==> src/rtl/alu_addsub_pipe_pkg.sv <==
// Shared execute-path definitions for the pipelined adder/subtractor and the
// slt_block it feeds.
package alu_addsub_pipe_pkg;

  localparam int ALU_WIDTH    = 32;
  localparam int ALU_LO_WIDTH = 16;

  // SltType encodings, consumed by slt_block
  localparam logic SLT_SIGNED   = 1'b0;
  localparam logic SLT_UNSIGNED = 1'b1;

  typedef struct packed {
    logic neg;
    logic ovf;
    logic zero;
    logic carry;
  } flags_t;

endpackage

==> src/rtl/alu_addsub_pipe_addsub_slice.sv <==
// Parameterised-width ripple adder slice: res = {cout, a + b + cin}.
module addsub_slice #(
  parameter int W = 16
) (
  input  logic [W-1:0] a,
  input  logic [W-1:0] b,
  input  logic         cin,
  output logic [W:0]   res
);

  assign res = {1'b0, a} + {1'b0, b} + {{W{1'b0}}, cin};

endmodule

==> src/rtl/alu_addsub_pipe.sv <==
// Two-stage 32-bit add/sub with NEG/OVF/ZERO/CARRY flags and slt pass-through.
// The carry chain is split: low half summed in S1, high half in S2.
module alu_addsub_pipe
  import alu_addsub_pipe_pkg::*;
#(
  parameter int WIDTH    = ALU_WIDTH,
  parameter int LO_WIDTH = ALU_LO_WIDTH
) (
  input  logic             clk,
  input  logic             reset,
  input  logic             in_valid,
  input  logic             stall,
  input  logic             flush,
  input  logic [WIDTH-1:0] A,
  input  logic [WIDTH-1:0] B,
  input  logic             Sub,
  input  logic             SltTypeIn,
  output logic             in_ready,
  output logic             out_valid,
  output logic [WIDTH-1:0] Sum,
  output logic             NEG,
  output logic             OVF,
  output logic             ZERO,
  output logic             CARRY,
  output logic             SltType,
  output logic             signInput1,
  output logic             signInput2
);

  localparam int HI_WIDTH = WIDTH - LO_WIDTH;

  // Operand prep: two's-complement subtract as A + ~B + 1
  logic [WIDTH-1:0]    bx;
  logic [LO_WIDTH:0]   lo_res;
  logic [HI_WIDTH:0]   hi_res;

  assign bx       = Sub ? ~B : B;
  assign in_ready = ~stall;

  addsub_slice #(.W(LO_WIDTH)) u_lo (
    .a   (A[LO_WIDTH-1:0]),
    .b   (bx[LO_WIDTH-1:0]),
    .cin (Sub),
    .res (lo_res)
  );

  // Stage 1 registers
  logic [LO_WIDTH-1:0] lo_reg;
  logic                c_lo_reg;
  logic [HI_WIDTH-1:0] a_hi_reg;
  logic [HI_WIDTH-1:0] bx_hi_reg;
  logic                a_msb_reg;
  logic                b_msb_reg;
  logic                bx_msb_reg;
  logic                slt_type1_reg;
  logic                v1_reg;

  always_ff @(posedge clk) begin
    if (reset) begin
      lo_reg        <= '0;
      c_lo_reg      <= 1'b0;
      a_hi_reg      <= '0;
      bx_hi_reg     <= '0;
      a_msb_reg     <= 1'b0;
      b_msb_reg     <= 1'b0;
      bx_msb_reg    <= 1'b0;
      slt_type1_reg <= 1'b0;
      v1_reg        <= 1'b0;
    end else if (flush) begin
      v1_reg <= 1'b0;
    end else if (!stall) begin
      v1_reg <= in_valid;
      if (in_valid) begin
        lo_reg        <= lo_res[LO_WIDTH-1:0];
        c_lo_reg      <= lo_res[LO_WIDTH];
        a_hi_reg      <= A[WIDTH-1:LO_WIDTH];
        bx_hi_reg     <= bx[WIDTH-1:LO_WIDTH];
        a_msb_reg     <= A[WIDTH-1];
        b_msb_reg     <= B[WIDTH-1];
        bx_msb_reg    <= bx[WIDTH-1];
        slt_type1_reg <= SltTypeIn;
      end
    end
  end

  addsub_slice #(.W(HI_WIDTH)) u_hi (
    .a   (a_hi_reg),
    .b   (bx_hi_reg),
    .cin (c_lo_reg),
    .res (hi_res)
  );

  logic [WIDTH-1:0] sum_next;
  flags_t           flags_next;

  always_comb begin
    sum_next         = {hi_res[HI_WIDTH-1:0], lo_reg};
    flags_next.neg   = sum_next[WIDTH-1];
    flags_next.ovf   = (a_msb_reg == bx_msb_reg) && (sum_next[WIDTH-1] != a_msb_reg);
    flags_next.zero  = ~|sum_next;
    flags_next.carry = hi_res[HI_WIDTH];
  end

  // Stage 2 / output registers; data only moves on a valid op so bubbles hold
  logic [WIDTH-1:0] sum_reg;
  flags_t           flags_reg;
  logic             slt_type_reg;
  logic             sign1_reg;
  logic             sign2_reg;
  logic             out_valid_reg;

  always_ff @(posedge clk) begin
    if (reset) begin
      sum_reg       <= '0;
      flags_reg     <= '0;
      slt_type_reg  <= 1'b0;
      sign1_reg     <= 1'b0;
      sign2_reg     <= 1'b0;
      out_valid_reg <= 1'b0;
    end else if (flush) begin
      out_valid_reg <= 1'b0;
    end else if (!stall) begin
      out_valid_reg <= v1_reg;
      if (v1_reg) begin
        sum_reg      <= sum_next;
        flags_reg    <= flags_next;
        slt_type_reg <= slt_type1_reg;
        sign1_reg    <= a_msb_reg;
        sign2_reg    <= b_msb_reg;
      end
    end
  end

  assign out_valid  = out_valid_reg;
  assign Sum        = sum_reg;
  assign NEG        = flags_reg.neg;
  assign OVF        = flags_reg.ovf;
  assign ZERO       = flags_reg.zero;
  assign CARRY      = flags_reg.carry;
  assign SltType    = slt_type_reg;
  assign signInput1 = sign1_reg;
  assign signInput2 = sign2_reg;

endmodule

==> config.mk <==
export PLATFORM = sky130hd
export DESIGN_NAME = alu_addsub_pipe
export DESIGN_NICKNAME = d
export VERILOG_FILES = /design/src/rtl/alu_addsub_pipe_pkg.sv /design/src/rtl/alu_addsub_pipe_addsub_slice.sv /design/src/rtl/alu_addsub_pipe.sv
export SDC_FILE = /design/constraint.sdc
export NUM_CORES = 1
export LEC_CHECK = 0
export CORE_MARGIN = 3
export CORE_UTILIZATION = 40
export DETAILED_ROUTE_END_ITERATION = 12
export GPL_TIMING_DRIVEN = 0
export PLACE_DENSITY = 0.72
export SETUP_SLACK_MARGIN = 0.1
export SYNTH_ARGS = -nofsm -noshare
export SYNTH_HDL_FRONTEND = slang
export SYNTH_SLANG_ARGS = --single-unit
==> constraint.sdc <==
create_clock -name clk -period 5.4 [get_ports clk]
set_input_delay 1.35 -clock clk [delete_from_list [all_inputs] [get_ports clk]]
set_output_delay 1.35 -clock clk [all_outputs]
set_load 0.01 [all_outputs]
Figure 1. Congestion heat map (run 1).
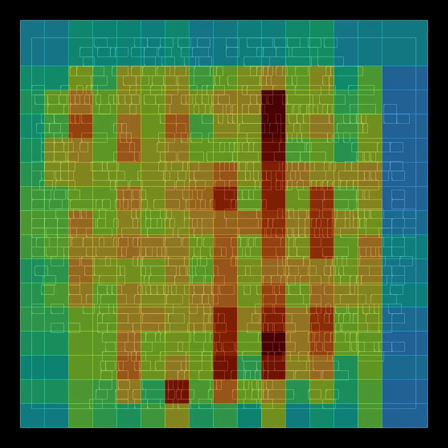
Global Route Usage Sum: 0.201
met2 Use GR: 0.318
WL per Instance: 15.4 um
met3 usage: 0.0358
Util after Layout: 0.555

Figure 2. Floorplan with the power grid (run 1).
Pins as bars on the die edge. Tap cells in grey.
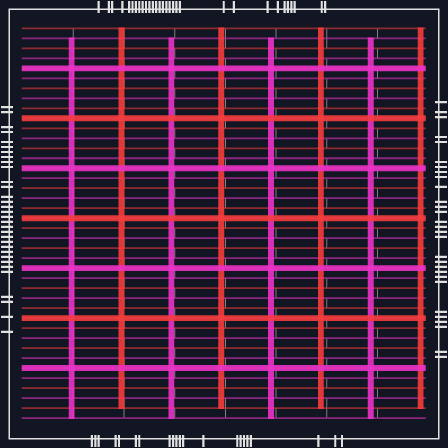
red -> VDD
magenta -> VSS
tap cells = 143
met5 straps = 7

Figure 3. Clock wires, drivers and flops (run 1).
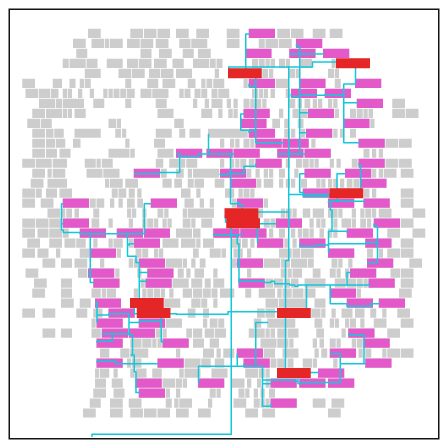
red -> cells driving clock nets  # count 9
magenta -> flip-flops  # count 91
cyan -> clock wires  # length 1040 um
routed clock nets = 10
flops lie = all over the die

==> qor.yml, run 1 <==
outcome: "finished, final reports clean"
ir_drop_mv: 0.180
top_cell: "nand2_1"
fin_worst_hold_slack_ps: 454
wl_met2_mm: 5.95
r2r_end: "ZERO"
pg_seq_uw: 706
grt.busiest_layer: "met2"
seq_power_share: 0.425
hold_path_end: "a_hi_reg[0]"
common_cells: "128 x nand2_1, 91 x dfxtp_1, 77 x a21oi_1"
highest_layer: "met4"
cts_resized: 0
largest_reg_flops: 32
dpl_cell_area_um2: 6170
syn_nets: 708
pg_comb_uw: 317
wl_met3_um: 766
drcViolationCount: 0
drv_cap: 0
r2r_setup_slack_ps: 2350
portBuffers: 110
cts_setup_buffers: 0
clockBufferDepth: 2
netlist_instances: 604
worstReg2RegStart: "c_lo_reg"
wirelength_met1_mm: 6.53
final_cell_count_no_fill: 873
die_w_um: 117
warning_count: 26
worst_setup_path_start_kind: "input port"
fin_area_um2: 6470
total_power_mw: 1.66
p_sw_uw: 433
worstRegToRegCells: 11
cp_slowest_cell: "buf_1"
maxPowerGroup: "registers"
## run 1: cell families (layout without fill, tap and decap cells)
logic type / Yosys count / in the layout / share of synthesized area
AND-OR/OR-AND: 144 / 144 / 0.186
XOR/XNOR: 55 / 55 / 0.100
adder cells (fa/ha/maj): 33 / 33 / 0.0891
buffers and inverters: 45 / 171 / 0.0356
flip-flops: 91 / 91 / 0.373
multiplexers: 4 / 4 / 0.00922
AND/OR/NAND/NOR: 232 / 232 / 0.207
## run 1: cell type report
cell class / count / area (um2) / share of cell area
buffer: 33 / 129 / 0.0199
clock buffer: 13 / 260 / 0.0402
clock inverter: 3 / 46.3 / 0.00715
inverter: 12 / 45.0 / 0.00696
multi-input combinational: 468 / 2890 / 0.447
sequential: 91 / 1820 / 0.281
tap: 143 / 179 / 0.0276
timing repair buffer: 110 / 1100 / 0.170
Figure 4. Where the registers sit (run 1).
Other sequential cells in the stronger grey, the rest of the logic in the fainter grey.
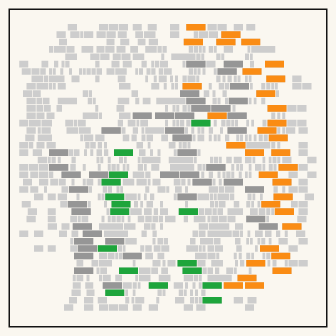

--- run 2 (diff from run 1) ---
--- a/config.mk
+++ b/config.mk
@@ -5,11 +5,12 @@
 export SDC_FILE = /design/constraint.sdc
 export NUM_CORES = 1
 export LEC_CHECK = 0
+export CAP_MARGIN = 0
 export CORE_MARGIN = 3
 export CORE_UTILIZATION = 40
 export DETAILED_ROUTE_END_ITERATION = 12
 export GPL_TIMING_DRIVEN = 0
-export PLACE_DENSITY = 0.72
+export PLACE_DENSITY = 0.74
 export SETUP_SLACK_MARGIN = 0.1
 export SYNTH_ARGS = -nofsm -noshare
 export SYNTH_HDL_FRONTEND = slang
Figure 5. Where the registers sit (run 2).
Other sequential cells in the stronger grey, the rest of the logic in the fainter grey.
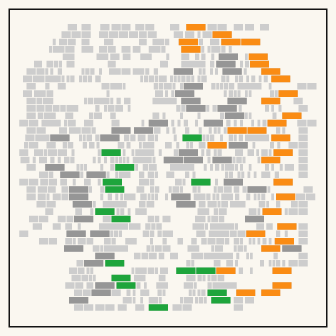
orange -> `Sum`  # flops 32, where a column on the right
green -> `a_hi_reg`  # flops 16
not coloured = 43

Figure 6. Cell classes on the final placement (run 2).
The bar under the picture is 20 um long.
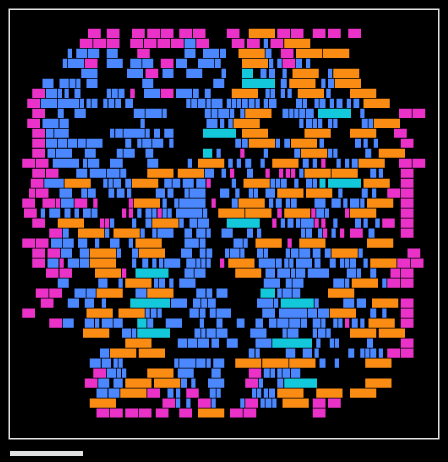
cyan -> clock drivers and dummy loads  # cells 16
magenta -> other buffers and delay cells  # cells 143
blue -> all other logic  # cells 480
orange -> flops  # cells 91

==> qor.yml, run 2 <==
outcome: "finished, final reports clean"
pg_seq_uw: 706  # about the same
ir_drop_mv: 0.125  # -30%
fin_worst_hold_slack_ps: 458  # +3.53 ps
portBuffers: 110  # unchanged
grt.busiest_layer: "met2"
aoi_share: 0.186  # unchanged
cts_setup_buffers: 0  # unchanged
cts_resized: 0  # unchanged
common_cells: "128 x nand2_1, 91 x dfxtp_1, 77 x a21oi_1"
worst_setup_path_start_kind: "input port"
synth-simple-area-share: 0.207  # unchanged
comb_area_um2: 2890  # unchanged
final_util: 0.557  # +0.00161
wl_per_cell_um: 15.6  # +1.3%
largest_reg_flops: 32  # unchanged
xor_area_frac: 0.100  # unchanged
highest_layer: "met4"
pg_comb_uw: 315  # about the same
p_sw_uw: 454  # +5.0%
worstRegToRegCells: 11  # unchanged
regArea_um2: 1820  # unchanged
die_w_um: 117  # unchanged
top_logic_kind: "simple AND/OR/NAND/NOR gates"
seq_power_share: 0.414  # -0.011
worst_setup_hold_path_clk_slew_ps: 70
wl_met3_um: 760  # -0.78%
met2_usage: 0.321  # +0.00343
drcViolationCount: 0  # unchanged
drv_cap: 0  # unchanged
mux_share: 0.00922  # unchanged
cp_slowest_cell: "buf_1"
grtUsageMet3: 0.0321  # -0.00363
warning_count: 26  # unchanged
clockBufferDepth: 2  # unchanged
synth_adder_area_share: 0.0891  # unchanged
grt.total_usage: 0.206  # +0.00445
wl_met2_mm: 5.97  # +0.24%
top_cell: "nand2_1"
fin_area_um2: 6490  # +0.29%
Figure 7. Floorplan with the power grid (run 2).
Pins as bars on the die edge. Tap cells in grey.
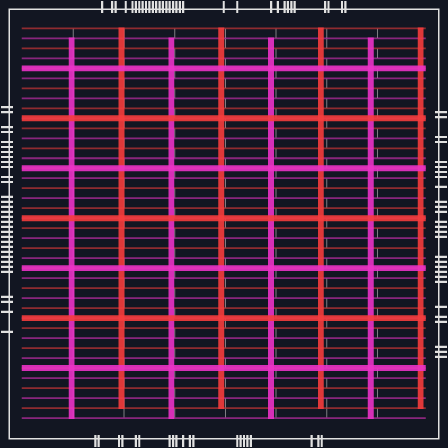
red -> VDD
magenta -> VSS
met1 rails = 40
met5 straps = 7
signal pins = 112
tap cells = 143

[run 2: through the flow]
stage,power (mW),cells
after floorplan,0.917,604
after global placement,1.03,857
after detailed placement,1.03,857
after CTS,1.71,873
after global routing,1.78,873
final,1.71,873
[run 2: area by class of cell]
cell class              instances  area share
multi-input cells             468       0.445
plain buffers                  33      0.0199
clock inverters                 7      0.0154
clock buffers                   9      0.0347
inverters                      12     0.00694
flip-flops and latches         91       0.281
well taps                     143      0.0276
repair buffers                110       0.170
[run 2: path summary, 6_finish.rpt]
check / from / end / slack, ps
max reg2reg: c_lo_reg / ZERO / 2360
min: Sum[19] / Sum[19] / 460
max: Sub / lo_reg[15] / 810
min reg2reg: Sum[19] / Sum[19] / 460
Power figures rest on the tool's default switching activity, not on a simulated workload.
